clock_nets.png
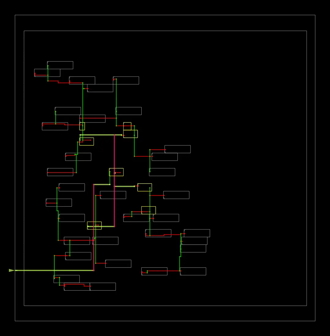
m1.png
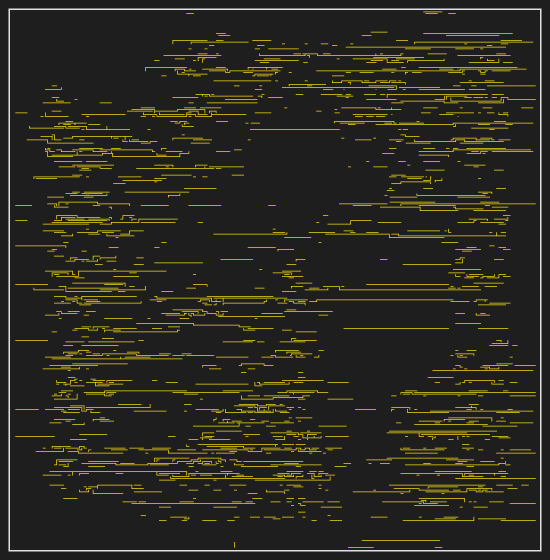
<file path="src/rtl/mem_arbiter.sv">
// Round-robin arbiter giving the icache refill path and the dcache refill/writeback
// path turns on one external memory port, with fixed-length line bursts.
module mem_arbiter #(
   parameter int ADDR_W = 32,
   parameter int DATA_W = 32,
   parameter int BEATS  = 4
) (
   input  logic              clk,
   input  logic              rst_n,
   input  logic              ic_req,
   input  logic [ADDR_W-1:0] ic_addr,
   output logic [DATA_W-1:0] ic_rdata,
   output logic              ic_rvalid,
   output logic              ic_done,
   input  logic              dc_req,
   input  logic              dc_we,
   input  logic [ADDR_W-1:0] dc_addr,
   input  logic [DATA_W-1:0] dc_wdata,
   output logic              dc_wready,
   output logic [DATA_W-1:0] dc_rdata,
   output logic              dc_rvalid,
   output logic              dc_done,
   output logic              mem_req,
   output logic              mem_we,
   output logic [ADDR_W-1:0] mem_addr,
   output logic [DATA_W-1:0] mem_wdata,
   input  logic [DATA_W-1:0] mem_rdata,
   input  logic              mem_ack
);

   localparam int CNT_W = (BEATS > 1) ? $clog2(BEATS) : 1;
   localparam int LOW_W = CNT_W + 2;
   localparam logic [CNT_W-1:0] LAST_BEAT = CNT_W'(BEATS - 1);
   localparam logic LG_IC = 1'b0;
   localparam logic LG_DC = 1'b1;

   typedef enum logic [1:0] {
      IDLE    = 2'd0,
      IC_XFER = 2'd1,
      DC_XFER = 2'd2
   } state_t;

   state_t            state_r, state_s;
   logic [CNT_W-1:0]  cnt_r, cnt_s;
   logic [ADDR_W-1:0] base_r, base_s;
   logic              we_r, we_s;
   logic              last_grant_r, last_grant_s;
   logic              ic_own_s, dc_own_s, last_s;

   // Bursts always start on the line boundary, never at the miss word.
   function automatic logic [ADDR_W-1:0] line_base(input logic [ADDR_W-1:0] addr);
      line_base = addr & {{(ADDR_W-LOW_W){1'b1}}, {LOW_W{1'b0}}};
   endfunction

   // Arbitration in IDLE and beat sequencing during a burst.
   always_comb begin
      state_s      = state_r;
      cnt_s        = cnt_r;
      base_s       = base_r;
      we_s         = we_r;
      last_grant_s = last_grant_r;
      case (state_r)
         IDLE: begin
            if (ic_req && (!dc_req || (last_grant_r == LG_DC))) begin
               state_s      = IC_XFER;
               cnt_s        = {CNT_W{1'b0}};
               base_s       = line_base(ic_addr);
               we_s         = 1'b0;
               last_grant_s = LG_IC;
            end else if (dc_req) begin
               state_s      = DC_XFER;
               cnt_s        = {CNT_W{1'b0}};
               base_s       = line_base(dc_addr);
               we_s         = dc_we;
               last_grant_s = LG_DC;
            end else begin
               state_s = IDLE;
            end
         end
         IC_XFER, DC_XFER: begin
            if (mem_ack) begin
               if (cnt_r == LAST_BEAT) begin
                  state_s = IDLE;
                  cnt_s   = {CNT_W{1'b0}};
               end else begin
                  cnt_s = cnt_r + CNT_W'(1);
               end
            end else begin
               cnt_s = cnt_r;
            end
         end
         default: begin
            state_s = IDLE;
            cnt_s   = {CNT_W{1'b0}};
         end
      endcase
   end

   // Arbiter state registers; reset aborts any burst in flight.
   always_ff @(posedge clk or negedge rst_n) begin
      if (!rst_n) begin
         state_r      <= IDLE;
         cnt_r        <= {CNT_W{1'b0}};
         base_r       <= {ADDR_W{1'b0}};
         we_r         <= 1'b0;
         last_grant_r <= LG_IC;
      end else begin
         state_r      <= state_s;
         cnt_r        <= cnt_s;
         base_r       <= base_s;
         we_r         <= we_s;
         last_grant_r <= last_grant_s;
      end
   end

   // Port outputs decode from the state registers; beat handshakes pass mem_ack straight through.
   always_comb begin
      ic_own_s = (state_r == IC_XFER);
      dc_own_s = (state_r == DC_XFER);
      last_s   = (cnt_r == LAST_BEAT);
      mem_req  = ic_own_s | dc_own_s;
      mem_we   = dc_own_s & we_r;
      if (mem_req) begin
         mem_addr = base_r + ADDR_W'({cnt_r, 2'b00});
      end else begin
         mem_addr = {ADDR_W{1'b0}};
      end
      if (mem_we) begin
         mem_wdata = dc_wdata;
      end else begin
         mem_wdata = {DATA_W{1'b0}};
      end
      if (ic_own_s) begin
         ic_rdata = mem_rdata;
      end else begin
         ic_rdata = {DATA_W{1'b0}};
      end
      if (dc_own_s && !we_r) begin
         dc_rdata = mem_rdata;
      end else begin
         dc_rdata = {DATA_W{1'b0}};
      end
      ic_rvalid = ic_own_s & mem_ack;
      ic_done   = ic_own_s & mem_ack & last_s;
      dc_rvalid = dc_own_s & ~we_r & mem_ack;
      dc_wready = dc_own_s & we_r & mem_ack;
      dc_done   = dc_own_s & mem_ack & last_s;
   end

endmodule
</file>
<file path="config.mk">
export PLATFORM = sky130hd
export DESIGN_NAME = mem_arbiter
export DESIGN_NICKNAME = d
export VERILOG_FILES = /design/src/rtl/mem_arbiter.sv
export SDC_FILE = /design/constraint.sdc
export NUM_CORES = 1
export LEC_CHECK = 0
export CORE_AREA = 3 3 104 106
export CTS_CLUSTER_DIAMETER = 150
export DETAILED_ROUTE_END_ITERATION = 6
export DIE_AREA = 0 0 107 109
export GPL_ROUTABILITY_DRIVEN = 0
export HOLD_SLACK_MARGIN = 0.1
export PLACE_DENSITY = 0.82
export SLEW_MARGIN = 20
export SYNTH_ARGS = -nofsm -noshare
export SYNTH_HDL_FRONTEND = slang
export SYNTH_SLANG_ARGS = --single-unit
</file>
<file path="constraint.sdc">
create_clock -name clk -period 2.26 [get_ports clk]
set_clock_uncertainty 0.1 [all_clocks]
set_input_delay 0.452 -clock clk [delete_from_list [all_inputs] [get_ports clk]]
set_output_delay 0.452 -clock clk [all_outputs]
set_load 0.01 [all_outputs]
</file>
==> deck_impl_summary.md <==
Physical Implementation Snapshot

Outcome
  • Status: finished clean

Timing
  • Worst hold margin: 0.136 ns
  • Worst slew pin tran: 0.768 ns
  • Final setup margin: 0.0377 ns
  • Final Hold Fails: 0

Cells and area
  • # diodes: 0
  • Most frequent cells in the layout: clkdlybuf4s50_1 (123), and2_1 (97), dlygate4sd2_1 (73), and3_1 (35), dfrtp_1 (34)

Yosys
  • Syn avg cell area: 8.38 um^2
  • Most common cell in the netlist: and2_1
  • Seq/Total Area, Yosys: 29.5%
  • Top cells by area: dfrtp_1 (30%), and2_1 (21%), a31oi_2 (8.3%)
  • YS chip area: 0.00288 mm^2

Global route
  • GRT busiest layer: met2
  • Largest net degree at the start of global routing: 35
  • Met2 usage in global routing: 36.8%

Pwr
  • Total power: 5.08 mW
  • Sequential power share: 21.0%
  • Switching part of the total power: 41.5%
  • Internal: 2.97 mW

Floorplan
  • Ports: 269

Worst setup path
  • CP startpoint kind: flip-flop

Placed design
  • Pre-CTS setup slack: -0.127 ns
  • DP Area: 0.00560 mm^2

Drt
  • Routed Antenna Nets: 0

Clocking
  • CTS tree: done
Back to the opening pictures, clock_nets.png:
clock sink total: 34
flop count: 34
clk_buf instances: 6
Clk power: 0.472 mW
clk latency late pin: 0.28 ns

Back to the opening pictures, m1.png:
wire length on this layer	4420 um
nets with wire on the layer	611
longest straight run	32.2 um

[worst paths after layout]
check                        startpoint      endpoint  slack (ns)  depth (start not counted)
min reg2reg                last_grant_r  last_grant_r        0.42                          1
min                               rst_n     base_r[6]        0.14                          1
max                          state_r[1]   dc_rdata[2]        0.04                          6
min in group clk           last_grant_r  last_grant_r        0.42                          1
max reg2reg                  state_r[0]      cnt_r[0]        0.25                          7
max in group asynchronous         rst_n    state_r[1]        1.43                          1
[logic make-up after synthesis]
kind of cell / share of synthesized area (%)
AND/OR/NAND/NOR: 39.3
AND-OR/OR-AND: 18.8
buffers and inverters: 9.03
flip-flops: 29.5
multiplexers: 1.48
adder cells (fa/ha/maj): 1.74
other: 0.130
[cell type report]
class	count	area share, %
Sequential cell	34	15.1
Tap cell	133	2.95
Clock buffer	6	1.46
Inverter	5	0.333
Multi-Input combinational cell	271	32.2
Timing Repair Buffer	287	47.7
Clock inverter	2	0.222
[power groups by stage]
stage               sequential, mW  clock [mW]  combinational, mW
detailed placement            1.08           0               3.70
global placement              1.06           0               3.65
CTS                           1.07       0.490               3.50
finish                        1.07       0.472               3.54
floorplan                     1.04           0               1.91
global route                  1.11       0.514               3.87
[state kept, by name (all words and copies together), names as in the netlist]
register and flops:
last_grant_r 1, we_r 1, cnt_r 2, state_r 2, base_r 28
[per-layer routing]
layer  part of all wire (%)  routed length, um
met1                     36               4420
met4                    2.0                243
met5                      0                  0
met3                    7.8                942
met2                     54               6510
[critical path: stages, from the launching register on]
cell           delay [ns]
dfrtp_1              0.41
buf_6                0.13
ha_4                 0.16
nor2b_4              0.13
buf_6                0.14
and2_1               0.15
dlygate4sd2_1        0.28
[repair_timing]
item,4_1_cts,5_1_grt
setup buffers,5,4
gates resized,148,90
setup endpoints to repair,133,65
hold endpoints to repair,0,0
cloned,1,2
No activity file was given, so power comes from the tool's default toggle rates.
